## src/rtl/lcd_resp_pkg.sv

```systemverilog
// Shared definitions for the character-LCD bus responder.
//  - resp_state_e : 4-bit-mode FSM state encoding
//  - ADDR_W/BUF_DEPTH : DDRAM address width and mirrored buffer depth (2x16)
//  - CMD_* : HD44780 command masks/opcodes recognised by the responder
package lcd_resp_pkg;

    typedef enum logic [1:0] {
        IDLE      = 2'd0,
        HIGH_PEND = 2'd1,
        CLEARING  = 2'd2
    } resp_state_e;

    localparam int ADDR_W    = 5;
    localparam int BUF_DEPTH = 32;

    localparam logic [7:0] CMD_SET_DD_MASK = 8'h80;
    localparam logic [7:0] CMD_SET_DD      = 8'h80;
    localparam logic [7:0] CMD_ENTRY_MASK  = 8'hFC;
    localparam logic [7:0] CMD_ENTRY       = 8'h04;
    localparam logic [7:0] CMD_HOME_MASK   = 8'hFE;
    localparam logic [7:0] CMD_HOME        = 8'h02;
    localparam logic [7:0] CMD_CLR         = 8'h01;

endpackage

```

## src/rtl/lcd_e_sync.sv

```systemverilog
// LCD_E synchronizer and strobe qualifier.
//  clk, reset      : system clock, async active-low reset
//  e_raw           : raw LCD_E (asynchronous)
//  d_raw/rs_raw/rw_raw : raw bus fields, captured every cycle while synced E is high
//  strobe          : one-cycle pulse, E fell after a high time >= MIN_E_CYCLES
//  glitch          : one-cycle pulse, E fell after a shorter high time
//  cap_d/cap_rs/cap_rw : bus values captured during the last synced-high cycle
module lcd_e_sync #(
    parameter int MIN_E_CYCLES = 2
) (
    input  logic       clk,
    input  logic       reset,
    input  logic       e_raw,
    input  logic [3:0] d_raw,
    input  logic       rs_raw,
    input  logic       rw_raw,
    output logic       strobe,
    output logic       glitch,
    output logic [3:0] cap_d,
    output logic       cap_rs,
    output logic       cap_rw
);

    localparam int CW = $clog2(MIN_E_CYCLES + 1);
    localparam logic [CW-1:0] HI_LOAD = CW'(MIN_E_CYCLES);
    localparam logic [CW-1:0] HI_ONE  = CW'(1);

    logic          e_s1;
    logic          e_s2;
    logic          e_s2_d;
    logic [CW-1:0] hi_cnt;
    logic          e_fall;

    assign e_fall = e_s2_d & ~e_s2;

    // hi_cnt is reloaded while E is low and counts down during the high
    // phase; reaching zero by the falling edge means the pulse was long enough.
    always_ff @(posedge clk or negedge reset) begin
        if (!reset) begin
            e_s1   <= 1'b0;
            e_s2   <= 1'b0;
            e_s2_d <= 1'b0;
            hi_cnt <= HI_LOAD;
            strobe <= 1'b0;
            glitch <= 1'b0;
            cap_d  <= 4'h0;
            cap_rs <= 1'b0;
            cap_rw <= 1'b0;
        end else begin
            e_s1   <= e_raw;
            e_s2   <= e_s1;
            e_s2_d <= e_s2;
            if (!e_s2) begin
                hi_cnt <= HI_LOAD;
            end else if (hi_cnt != '0) begin
                hi_cnt <= hi_cnt - HI_ONE;
            end
            if (e_s2) begin
                cap_d  <= d_raw;
                cap_rs <= rs_raw;
                cap_rw <= rw_raw;
            end
            strobe <= e_fall && (hi_cnt == '0);
            glitch <= e_fall && (hi_cnt != '0);
        end
    end

endmodule

```

## src/rtl/lcd_bus_responder.sv

```systemverilog
// Minimal HD44780 responder for the 4-bit character-LCD bus.
// Reassembles nibbles into bytes, executes the address-related commands,
// and mirrors the 2x16 DDRAM into a 32-byte character buffer.
//  clk, reset            : system clock, async active-low reset
//  SF_D, LCD_E, LCD_RS, LCD_RW : LCD bus as driven by the controller
//  rd_addr / rd_char     : combinational buffer read port
//  byte_valid/byte_rs/byte_data : one-cycle report of each received byte
//  addr_ctr              : DDRAM address counter
//  nib_mode              : 4-bit interface mode active
//  busy                  : clear in progress
//  err                   : sticky protocol error
//
//  state     | meaning
//  ----------+----------------------------------------------------------
//  IDLE      | waiting for a strobe (full byte in 8-bit mode, high nibble in 4-bit)
//  HIGH_PEND | high nibble latched, waiting for the low nibble
//  CLEARING  | writing BLANK_CHAR to one buffer location per cycle
module lcd_bus_responder
    import lcd_resp_pkg::*;
#(
    parameter int         MIN_E_CYCLES = 2,
    parameter logic [7:0] BLANK_CHAR   = 8'h20
) (
    input  logic              clk,
    input  logic              reset,
    input  logic [3:0]        SF_D,
    input  logic              LCD_E,
    input  logic              LCD_RS,
    input  logic              LCD_RW,
    input  logic [ADDR_W-1:0] rd_addr,
    output logic [7:0]        rd_char,
    output logic              byte_valid,
    output logic              byte_rs,
    output logic [7:0]        byte_data,
    output logic [ADDR_W-1:0] addr_ctr,
    output logic              nib_mode,
    output logic              busy,
    output logic              err
);

    logic       strobe;
    logic       glitch;
    logic [3:0] cap_d;
    logic       cap_rs;
    logic       cap_rw;

    lcd_e_sync #(
        .MIN_E_CYCLES (MIN_E_CYCLES)
    ) u_e_sync (
        .clk    (clk),
        .reset  (reset),
        .e_raw  (LCD_E),
        .d_raw  (SF_D),
        .rs_raw (LCD_RS),
        .rw_raw (LCD_RW),
        .strobe (strobe),
        .glitch (glitch),
        .cap_d  (cap_d),
        .cap_rs (cap_rs),
        .cap_rw (cap_rw)
    );

    resp_state_e       state, state_nx;
    logic              nib_mode_nx;
    logic [3:0]        hi_nib, hi_nib_nx;
    logic              hi_rs, hi_rs_nx;
    logic [ADDR_W-1:0] addr_nx;
    logic              incr, incr_nx;
    logic              err_nx;
    logic [ADDR_W-1:0] clr_cnt, clr_cnt_nx;
    logic              bv_nx;
    logic              brs_nx;
    logic [7:0]        bdata_nx;
    logic [7:0]        full_byte;

    logic              buf_we;
    logic [ADDR_W-1:0] buf_waddr;
    logic [7:0]        buf_wdata;
    logic [7:0]        char_buf [BUF_DEPTH];

    assign full_byte = {hi_nib, cap_d};
    assign busy      = (state == CLEARING);
    assign rd_char   = char_buf[rd_addr];

    always_ff @(posedge clk or negedge reset) begin
        if (!reset) begin
            state      <= IDLE;
            nib_mode   <= 1'b0;
            hi_nib     <= 4'h0;
            hi_rs      <= 1'b0;
            addr_ctr   <= '0;
            incr       <= 1'b1;
            err        <= 1'b0;
            clr_cnt    <= '0;
            byte_valid <= 1'b0;
            byte_rs    <= 1'b0;
            byte_data  <= 8'h00;
        end else begin
            state      <= state_nx;
            nib_mode   <= nib_mode_nx;
            hi_nib     <= hi_nib_nx;
            hi_rs      <= hi_rs_nx;
            addr_ctr   <= addr_nx;
            incr       <= incr_nx;
            err        <= err_nx;
            clr_cnt    <= clr_cnt_nx;
            byte_valid <= bv_nx;
            byte_rs    <= brs_nx;
            byte_data  <= bdata_nx;
        end
    end

    always_comb begin
        state_nx    = state;
        nib_mode_nx = nib_mode;
        hi_nib_nx   = hi_nib;
        hi_rs_nx    = hi_rs;
        addr_nx     = addr_ctr;
        incr_nx     = incr;
        err_nx      = err | glitch;
        clr_cnt_nx  = clr_cnt;
        bv_nx       = 1'b0;
        brs_nx      = byte_rs;
        bdata_nx    = byte_data;
        buf_we      = 1'b0;
        buf_waddr   = addr_ctr;
        buf_wdata   = BLANK_CHAR;

        case (state)
            CLEARING: begin
                buf_we    = 1'b1;
                buf_waddr = clr_cnt;
                if (strobe) begin
                    err_nx = 1'b1;
                end
                if (clr_cnt == '0) begin
                    state_nx = IDLE;
                    addr_nx  = '0;
                    incr_nx  = 1'b1;
                end else begin
                    clr_cnt_nx = clr_cnt - 5'd1;
                end
            end
            default: begin
                if (strobe) begin
                    if (cap_rw) begin
                        err_nx = 1'b1;
                    end else if (!nib_mode) begin
                        // 8-bit mode: only the upper data lines are wired, so
                        // every strobe is a whole byte with a zero low nibble.
                        bv_nx    = 1'b1;
                        brs_nx   = cap_rs;
                        bdata_nx = {cap_d, 4'h0};
                        if (cap_d == 4'h2 && !cap_rs) begin
                            nib_mode_nx = 1'b1;
                        end
                    end else if (state == IDLE) begin
                        hi_nib_nx = cap_d;
                        hi_rs_nx  = cap_rs;
                        state_nx  = HIGH_PEND;
                    end else if (cap_rs != hi_rs) begin
                        // Resynchronise on the new nibble rather than pairing
                        // halves of two different transfers.
                        err_nx    = 1'b1;
                        hi_nib_nx = cap_d;
                        hi_rs_nx  = cap_rs;
                    end else begin
                        state_nx = IDLE;
                        bv_nx    = 1'b1;
                        brs_nx   = cap_rs;
                        bdata_nx = full_byte;
                        if (cap_rs) begin
                            buf_we    = 1'b1;
                            buf_wdata = full_byte;
                            addr_nx   = incr ? addr_ctr + 5'd1 : addr_ctr - 5'd1;
                        end else if ((full_byte & CMD_SET_DD_MASK) == CMD_SET_DD) begin
                            addr_nx = {full_byte[6], full_byte[3:0]};
                        end else if ((full_byte & CMD_ENTRY_MASK) == CMD_ENTRY) begin
                            incr_nx = full_byte[1];
                        end else if ((full_byte & CMD_HOME_MASK) == CMD_HOME) begin
                            addr_nx = '0;
                        end else if (full_byte == CMD_CLR) begin
                            state_nx   = CLEARING;
                            clr_cnt_nx = 5'(BUF_DEPTH - 1);
                        end
                    end
                end
            end
        endcase
    end

    always_ff @(posedge clk or negedge reset) begin
        if (!reset) begin
            for (int i = 0; i < BUF_DEPTH; i++) begin
                char_buf[i] <= BLANK_CHAR;
            end
        end else if (buf_we) begin
            char_buf[buf_waddr] <= buf_wdata;
        end
    end

endmodule

```

## config.mk

```make
export PLATFORM = sky130hd
export DESIGN_NAME = lcd_bus_responder
export DESIGN_NICKNAME = d
export VERILOG_FILES = /design/src/rtl/lcd_resp_pkg.sv /design/src/rtl/lcd_e_sync.sv /design/src/rtl/lcd_bus_responder.sv
export SDC_FILE = /design/constraint.sdc
export NUM_CORES = 1
export LEC_CHECK = 0
export CAP_MARGIN = 10
export CORE_ASPECT_RATIO = 1.1
export CORE_MARGIN = 8
export CORE_UTILIZATION = 50
export CTS_CLUSTER_DIAMETER = 80
export DETAILED_ROUTE_END_ITERATION = 10
export DONT_BUFFER_PORTS = 1
export RECOVER_POWER = 50
export SYNTH_ARGS = -nofsm -noshare
export SYNTH_HDL_FRONTEND = slang
export SYNTH_SLANG_ARGS = --single-unit
export TNS_END_PERCENT = 20
```

## constraint.sdc

```tcl
create_clock -name clk -period 3.2 [get_ports clk]
set_clock_uncertainty 0.1 [all_clocks]
set_input_delay 0.48 -clock clk [delete_from_list [all_inputs] [get_ports clk]]
set_output_delay 0.48 -clock clk [all_outputs]
set_load 0.05 [all_outputs]
```

==> summary.txt <==
run metrics: final critical delay including setup and external delays=2990 ps, final worst hold slack=-473 ps, met2 layer usage reported by global route=0.323, average cell area after synthesis=roughly 15 um2, biggest combinational cell group after synthesis=multiplexers, CTS Hold Bufs=7, first-pass detailed-route iteration total=4, WP data arrival=between 2000 and 2500 ps, final hold violations=281, violations in the final reports=hold timing, fraction of layout instances using a drive strength above 1=0.525, result of the run=finished, violations left, unrepaired setup endpoints after global routing=no, Setup-failing EPs final=0, proportion of power drawn by combinational gates=0.025, yosys stat cell total=912, GR peak layer=met2, met3 wire length=1430 um, Post-synth regs=roughly 300, Routed wire per std cell=24.6 um, DRC errors left=0, number of global-route vias before repair=~8,700, Initial DRC Count=536, power group with the largest share=sequential cells, Crit path required time=between 2000 and 3000 ps, amount of wire on met2 after detailed routing=15,500 um, count of cells along the worst register-to-register path=6, synthesized instance count=912, synthesized-area fraction occupied by ao, oa, aoi and oai cells=0.0217, worst hold path class=primary input to asynchronous set/reset pin, placed cell count=1,236, total of cells resized after clock tree synthesis=0, power drawn by the sequential cells=3.99 mW, CTS max path bufs=3, number of flops mapped to enable cells by yosys=0, maximum ir drop on the vdd rail=0.404 mV, worst-case register-to-register setup slack=300 ps, core outline area=27,700 um2, worst slack after detailed placement=351 ps, Site Rows=64, Post-synth seq share=0.538, ys async rst share=1.00, Synth warnings=0, critical register-to-register path endpoint=char_buf[153], die outline height=between 150 and 200 um, number of setup buffers added after CTS=0, most frequent cells after synthesis=267 x mux2_2, 265 x dfrtp_1, 80 x mux4_2, 47 x clkbuf_1, 34 x dfstp_2, power per cell area=524 nW/um2, H-tree depth=1, most area-hungry cell type in the Yosys netlist=dfrtp_1, setup tns final=0 ps, Slew headroom=0.522, area fraction in and, or, nand and nor cells after synthesis=0.0424, Clk Tree Root Cell=clkbuf_16, Overflow after GRT=0, type of the setup path with the least slack=flop to output pin, post-layout net count=934, met3 layer usage reported by global route=0.0286, post-route standard cell area excluding fillers=15,600 um2, number of nets with antenna violations after detailed routing=0, Top FF cell, synth=dfrtp_1, max-capacitance violation count=0, Logic power comb=207 uW, netlist area before placement=14,000 um2, met1 routed wirelength after detailed routing=14,500 um, reported leakage power=7.25 nW, number of sinks on the clock net=299, cell types occupying the most area after synthesis=dfrtp_1 47%, mux2_2 21%, mux4_2 13%, dfstp_2 6.4%, clkbuf_1 1.3%, total vias in the final route=between 7,000 and 8,000, WL final=32,000 um, final core utilization=0.562, most used cells in the layout excluding fill and tap cells=267 x mux2_2, 265 x dfrtp_1, 80 x mux4_2, largest register by flop count=char_buf, cell with the most instances after synthesis=mux2_2, Clock Power=slightly below 4 mW, Ant. Diodes=0, Final GP Congestion=0.809, yosys synthesis chip area=14,000 um2
critical path, stage by stage (launching register included):
cell     delay (ps)
dfrtp_1         370
mux4_2          550
mux4_2          520
mux2_2          420
final cells by class:
cell class	instances	area, um2
Fill cell	2215	12100
Sequential cell	299	7520
Multi-Input combinational cell	537	6140
Clock buffer	37	858
Tap cell	363	454
Clock inverter	20	293
Timing Repair Buffer	32	258
Inverter	12	45.0
worst max path at each step:
stage	slack, ps	from	cells after the start	to
floorplan	260	rd_addr[1]	5	rd_char[7]
global placement	420	state[0]	6	char_buf[156]
detailed placement	350	state[1]	6	char_buf[159]
CTS	180	char_buf[75]	3	rd_char[3]
global route	160	char_buf[26]	3	rd_char[2]
finish	210	char_buf[10]	3	rd_char[2]
==> images/clock_wires.png <==
Scale bar: 50 um.
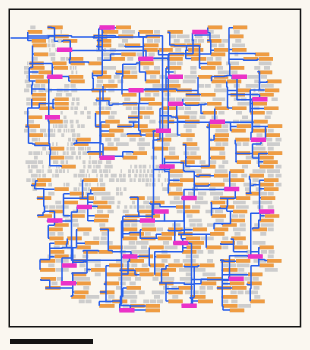
- clock-net drivers: magenta (count 31)
- clock wires: blue (length 3,590 um)
- flip-flops: orange (count 299)
- flops lie: all over the die

==> images/sizing.png <==
Scale bar: 50 um.
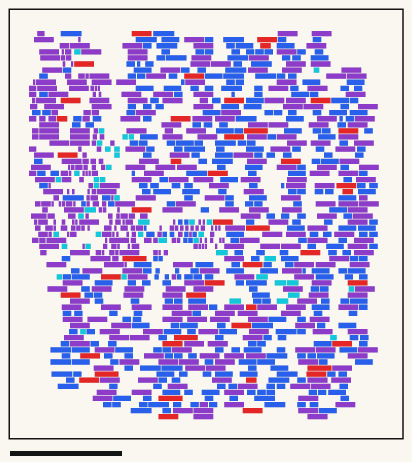
- x2: blue (cells 406; share 43%)
- x1 and smaller: purple (cells 445; share 47%)
- x3 and x4: cyan (cells 42; share 4.5%)
- x6 and larger: red (cells 44; share 4.7%)

==> images/ff_map.png <==
Scale bar: 50 um.
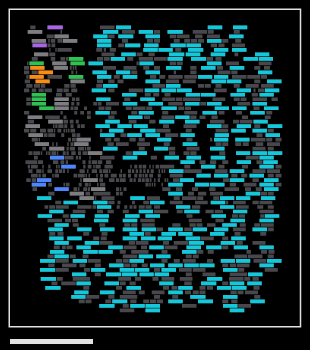
- `char_buf`: cyan (sequential cells 256)
- `byte_data`: green (sequential cells 8; where north-west)
- `u_e_sync.cap_d`: orange (sequential cells 4; where north-west)
- `u_e_sync.hi_cnt`: purple (sequential cells 2)
- `addr_ctr`: blue (sequential cells 5; where west)
- not colored: 24

Power is estimated from default activity; no workload was simulated.
